### src/rtl/cir_peak_detect_pkg.sv
// Shared widths, FSM states and result field layout for the CIR peak detector.
// Imported by the interfaces, the |x|^2 pipeline and the top level.
package cir_pkg;

    localparam int SAMPLE_WIDTH = 64;
    localparam int RESULT_WIDTH = 64;
    localparam int MAG_BITS     = 16;
    localparam int INDEX_WIDTH  = 16;
    localparam int POWER_WIDTH  = 2 * MAG_BITS;
    localparam int STRB_WIDTH   = RESULT_WIDTH / 8;

    localparam int LEN_LSB   = 0;
    localparam int INDEX_LSB = LEN_LSB + INDEX_WIDTH;
    localparam int POWER_LSB = INDEX_LSB + INDEX_WIDTH;

    typedef enum logic [1:0] {
        ACCUM,
        DRAIN,
        OUTPUT
    } state_t;

    function automatic logic [RESULT_WIDTH-1:0] pack_result(
        input logic [POWER_WIDTH-1:0] power,
        input logic [INDEX_WIDTH-1:0] index,
        input logic [INDEX_WIDTH-1:0] len
    );
        logic [RESULT_WIDTH-1:0] r;
        r = '0;
        r[POWER_LSB +: POWER_WIDTH] = power;
        r[INDEX_LSB +: INDEX_WIDTH] = index;
        r[LEN_LSB   +: INDEX_WIDTH] = len;
        return r;
    endfunction

endpackage

### src/rtl/cir_peak_detect_if.sv
// AXI-Stream style bundles: complex sample input stream and one-beat result stream.
// master drives the payload, slave drives TREADY.
interface cir_peak_detect_s_if;
    import cir_pkg::*;

    logic                    TVALID;
    logic                    TREADY;
    logic [SAMPLE_WIDTH-1:0] TDATA;
    logic                    TLAST;

    modport master (output TVALID, output TDATA, output TLAST, input TREADY);
    modport slave  (input TVALID, input TDATA, input TLAST, output TREADY);
endinterface

interface cir_peak_detect_m_if;
    import cir_pkg::*;

    logic                    TVALID;
    logic                    TREADY;
    logic [RESULT_WIDTH-1:0] TDATA;
    logic [STRB_WIDTH-1:0]   TSTRB;
    logic                    TLAST;

    modport master (output TVALID, output TDATA, output TSTRB, output TLAST, input TREADY);
    modport slave  (input TVALID, input TDATA, input TSTRB, input TLAST, output TREADY);
endinterface

### src/rtl/cir_peak_detect_cplx_mag_sq.sv
// Three-stage |x|^2 pipeline on the top MAG_BITS of each component, carrying a
// valid/last/index side channel alongside the data.
module cplx_mag_sq
    import cir_pkg::*;
(
    input  logic                          clk,
    input  logic                          rst,
    input  logic                          in_valid,
    input  logic                          in_last,
    input  logic [INDEX_WIDTH-1:0]        in_index,
    input  logic signed [MAG_BITS-1:0]    in_re,
    input  logic signed [MAG_BITS-1:0]    in_im,
    output logic                          out_valid,
    output logic                          out_last,
    output logic [INDEX_WIDTH-1:0]        out_index,
    output logic [POWER_WIDTH-1:0]        out_power
);

    logic signed [MAG_BITS-1:0]    re_s;
    logic signed [MAG_BITS-1:0]    im_s;
    logic                          p1_valid;
    logic                          p1_last;
    logic [INDEX_WIDTH-1:0]        p1_index;

    logic signed [POWER_WIDTH-1:0] re_prod;
    logic signed [POWER_WIDTH-1:0] im_prod;
    logic [POWER_WIDTH-2:0]        re_sq;
    logic [POWER_WIDTH-2:0]        im_sq;
    logic                          p2_valid;
    logic                          p2_last;
    logic [INDEX_WIDTH-1:0]        p2_index;
    logic                          unused_prod_msb;

    // A square of a 16-bit signed value is at most 2^30, so the product sign bit is always 0.
    assign re_prod = POWER_WIDTH'(re_s) * POWER_WIDTH'(re_s);
    assign im_prod = POWER_WIDTH'(im_s) * POWER_WIDTH'(im_s);
    assign unused_prod_msb = re_prod[POWER_WIDTH-1] ^ im_prod[POWER_WIDTH-1];

    always_ff @(posedge clk or posedge rst) begin
        if (rst) begin
            re_s      <= '0;
            im_s      <= '0;
            p1_valid  <= 1'b0;
            p1_last   <= 1'b0;
            p1_index  <= '0;
            re_sq     <= '0;
            im_sq     <= '0;
            p2_valid  <= 1'b0;
            p2_last   <= 1'b0;
            p2_index  <= '0;
            out_valid <= 1'b0;
            out_last  <= 1'b0;
            out_index <= '0;
            out_power <= '0;
        end else begin
            re_s      <= in_re;
            im_s      <= in_im;
            p1_valid  <= in_valid;
            p1_last   <= in_valid && in_last;
            p1_index  <= in_index;

            re_sq     <= re_prod[POWER_WIDTH-2:0];
            im_sq     <= im_prod[POWER_WIDTH-2:0];
            p2_valid  <= p1_valid;
            p2_last   <= p1_last;
            p2_index  <= p1_index;

            out_power <= {1'b0, re_sq} + {1'b0, im_sq};
            out_valid <= p2_valid;
            out_last  <= p2_last;
            out_index <= p2_index;
        end
    end

endmodule

### src/rtl/cir_peak_detect.sv
// Channel-impulse-response peak detector: tracks the strongest |x|^2 sample of each
// TLAST-delimited frame and reports {peak_power, peak_index, frame_len} once per frame.
module cir_peak_detect
    import cir_pkg::*;
(
    input  logic                AXIS_ACLK,
    input  logic                AXIS_ARESET,
    cir_peak_detect_s_if.slave  S_AXIS,
    cir_peak_detect_m_if.master M_AXIS
);

    state_t                 state;
    state_t                 state_next;
    logic                   accept;
    logic                   result_taken;
    logic [INDEX_WIDTH-1:0] count;

    logic                   p3_valid;
    logic                   p3_last;
    logic [INDEX_WIDTH-1:0] p3_index;
    logic [POWER_WIDTH-1:0] p3_power;

    logic [POWER_WIDTH-1:0] peak_power;
    logic [INDEX_WIDTH-1:0] peak_index;
    logic                   have_peak;
    logic                   unused_bits;

    assign accept       = S_AXIS.TVALID && S_AXIS.TREADY;
    assign result_taken = (state == OUTPUT) && M_AXIS.TREADY;
    assign unused_bits  = ^{S_AXIS.TDATA[SAMPLE_WIDTH-MAG_BITS-1:SAMPLE_WIDTH/2],
                            S_AXIS.TDATA[SAMPLE_WIDTH/2-MAG_BITS-1:0]};

    cplx_mag_sq u_mag_sq (
        .clk       (AXIS_ACLK),
        .rst       (AXIS_ARESET),
        .in_valid  (accept),
        .in_last   (S_AXIS.TLAST),
        .in_index  (count),
        .in_re     (S_AXIS.TDATA[SAMPLE_WIDTH-1 -: MAG_BITS]),
        .in_im     (S_AXIS.TDATA[SAMPLE_WIDTH/2-1 -: MAG_BITS]),
        .out_valid (p3_valid),
        .out_last  (p3_last),
        .out_index (p3_index),
        .out_power (p3_power)
    );

    // The count doubles as the next sample's index; both stick at all-ones on long frames.
    always_ff @(posedge AXIS_ACLK or posedge AXIS_ARESET) begin
        if (AXIS_ARESET) begin
            count <= '0;
        end else if (result_taken) begin
            count <= '0;
        end else if (accept && (count != '1)) begin
            count <= count + 1'b1;
        end
    end

    always_ff @(posedge AXIS_ACLK or posedge AXIS_ARESET) begin
        if (AXIS_ARESET) begin
            peak_power <= '0;
            peak_index <= '0;
            have_peak  <= 1'b0;
        end else if (result_taken) begin
            peak_power <= '0;
            peak_index <= '0;
            have_peak  <= 1'b0;
        end else if (p3_valid && (!have_peak || (p3_power > peak_power))) begin
            peak_power <= p3_power;
            peak_index <= p3_index;
            have_peak  <= 1'b1;
        end
    end

    always_ff @(posedge AXIS_ACLK or posedge AXIS_ARESET) begin
        if (AXIS_ARESET) begin
            state <= ACCUM;
        end else begin
            state <= state_next;
        end
    end

    always_comb begin
        state_next = state;
        case (state)
            ACCUM:   if (accept && S_AXIS.TLAST) state_next = DRAIN;
            DRAIN:   if (p3_valid && p3_last)    state_next = OUTPUT;
            OUTPUT:  if (M_AXIS.TREADY)          state_next = ACCUM;
            default: state_next = ACCUM;
        endcase
    end

    // Input is refused while reset is held even though the state already reads ACCUM.
    always_comb begin
        S_AXIS.TREADY = (state == ACCUM) && !AXIS_ARESET;
        M_AXIS.TVALID = (state == OUTPUT);
        M_AXIS.TLAST  = (state == OUTPUT);
        M_AXIS.TSTRB  = '1;
        M_AXIS.TDATA  = '0;
        if (state == OUTPUT) begin
            M_AXIS.TDATA = pack_result(peak_power, peak_index, count);
        end
    end

endmodule

### src/flat_wrapper.sv
// flat-port wrapper written by rule: the top's interface ports become plain ports
module cir_peak_detect_flat import cir_pkg::*;
  (AXIS_ACLK, AXIS_ARESET, S_AXIS_TVALID, S_AXIS_TDATA, S_AXIS_TLAST, S_AXIS_TREADY, M_AXIS_TVALID, M_AXIS_TDATA, M_AXIS_TSTRB, M_AXIS_TLAST, M_AXIS_TREADY);
  cir_peak_detect_s_if S_AXIS_i ();
  cir_peak_detect_m_if M_AXIS_i ();
  input  logic AXIS_ACLK;
  input  logic AXIS_ARESET;
  input wire logic [$bits(S_AXIS_i.TVALID)-1:0] S_AXIS_TVALID;
  input wire logic [$bits(S_AXIS_i.TDATA)-1:0] S_AXIS_TDATA;
  input wire logic [$bits(S_AXIS_i.TLAST)-1:0] S_AXIS_TLAST;
  output wire logic [$bits(S_AXIS_i.TREADY)-1:0] S_AXIS_TREADY;
  output wire logic [$bits(M_AXIS_i.TVALID)-1:0] M_AXIS_TVALID;
  output wire logic [$bits(M_AXIS_i.TDATA)-1:0] M_AXIS_TDATA;
  output wire logic [$bits(M_AXIS_i.TSTRB)-1:0] M_AXIS_TSTRB;
  output wire logic [$bits(M_AXIS_i.TLAST)-1:0] M_AXIS_TLAST;
  input wire logic [$bits(M_AXIS_i.TREADY)-1:0] M_AXIS_TREADY;
  assign S_AXIS_i.TVALID = S_AXIS_TVALID;
  assign S_AXIS_i.TDATA = S_AXIS_TDATA;
  assign S_AXIS_i.TLAST = S_AXIS_TLAST;
  assign S_AXIS_TREADY = S_AXIS_i.TREADY;
  assign M_AXIS_TVALID = M_AXIS_i.TVALID;
  assign M_AXIS_TDATA = M_AXIS_i.TDATA;
  assign M_AXIS_TSTRB = M_AXIS_i.TSTRB;
  assign M_AXIS_TLAST = M_AXIS_i.TLAST;
  assign M_AXIS_i.TREADY = M_AXIS_TREADY;
  cir_peak_detect u_core (.AXIS_ACLK(AXIS_ACLK), .AXIS_ARESET(AXIS_ARESET), .S_AXIS(S_AXIS_i), .M_AXIS(M_AXIS_i));
endmodule
### config.mk
export PLATFORM = sky130hd
export DESIGN_NAME = cir_peak_detect_flat
export DESIGN_NICKNAME = d
export VERILOG_FILES = /design/src/rtl/cir_peak_detect_pkg.sv /design/src/rtl/cir_peak_detect_if.sv /design/src/rtl/cir_peak_detect_cplx_mag_sq.sv /design/src/rtl/cir_peak_detect.sv /design/src/flat_wrapper.sv
export SDC_FILE = /design/constraint.sdc
export NUM_CORES = 2
export LEC_CHECK = 0
export CAP_MARGIN = 5
export CORE_AREA = 2 2 258 260
export CTS_BUF_LIST = sky130_fd_sc_hd__clkbuf_8 sky130_fd_sc_hd__clkbuf_16
export CTS_CLUSTER_SIZE = 16
export DETAILED_ROUTE_END_ITERATION = 8
export DIE_AREA = 0 0 260 262
export SKIP_LAST_GASP = 1
export SLEW_MARGIN = 30
export SYNTH_ARGS = -nofsm -noshare
export SYNTH_HDL_FRONTEND = slang
export SYNTH_HIERARCHICAL = 1
export SYNTH_SLANG_ARGS = --single-unit
### constraint.sdc
create_clock -name AXIS_ACLK -period 12.4 [get_ports AXIS_ACLK]
set_input_delay 2.48 -clock AXIS_ACLK [delete_from_list [all_inputs] [get_ports AXIS_ACLK]]
set_output_delay 2.48 -clock AXIS_ACLK [all_outputs]
set_load 0.05 [all_outputs]
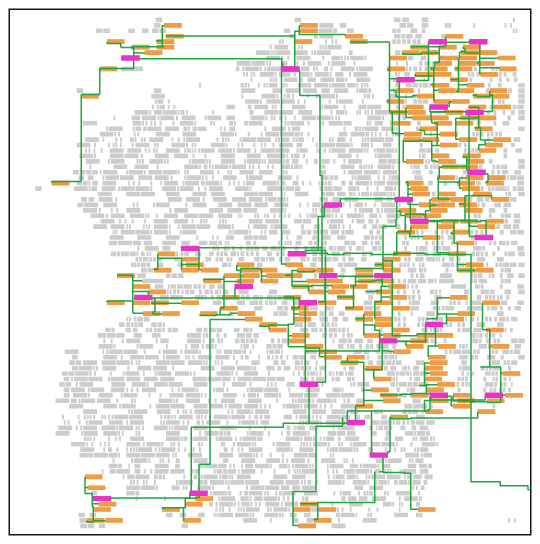
(images/clk_routes.png)
Drawn at 2 px/micron.
[flip-flops] orange | count: 245
[clock wires] green | length: 4100 microns
[clock drivers] magenta | count: 28
routed clock nets	29
flops lie	spread over the die

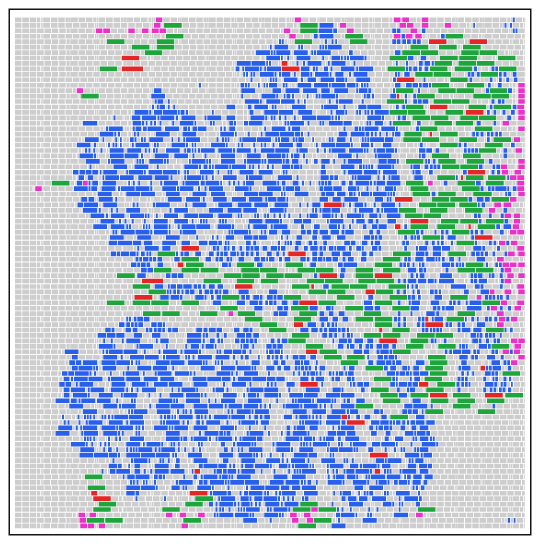
(images/placement_by_type.png)
Drawn at 2 px/micron. Fill, decap, tap and diode cells in gray.
class	color	cells	share of their area
sequential cells	green	245	21%
remaining buffers and delay cells	magenta	109	3.7%
combinational and other logic	blue	2432	72%
clock drivers and dummy loads	red	49	3.2%

==> reports/metrics.yaml <==
fin_ws_ps: 5300
area_dominant_class: "multi-input combinational cells"
antenna_found_initial: 0
die_area_sq_um: 68100
ys_sh_mux: 0.00120
vias_per_cell: 4.99
drtAntennaViolNets: 0
ys_cells: 2761
use_met3: 0.0189
dr.first_iter.drc_count: 985
cts_sinks: 245
synthAoiAreaFrac: 0.0751
top_layer_used: "met4"
root_buffer: "clkbuf_16"
seq_area_frac: 0.205
utilization: 0.459
finalNonFillerCells: 3700
logic_area_sq_um: 18200
fin_crit_ps: 7100
place.gp.congestion: 0.875
fillCellCount: 6110
synth.top_cells.by_count: "inv_1, fa_1, dfrtp_1"
tns_ps: 0
outcome: "finished, final reports clean"
diodes: 1
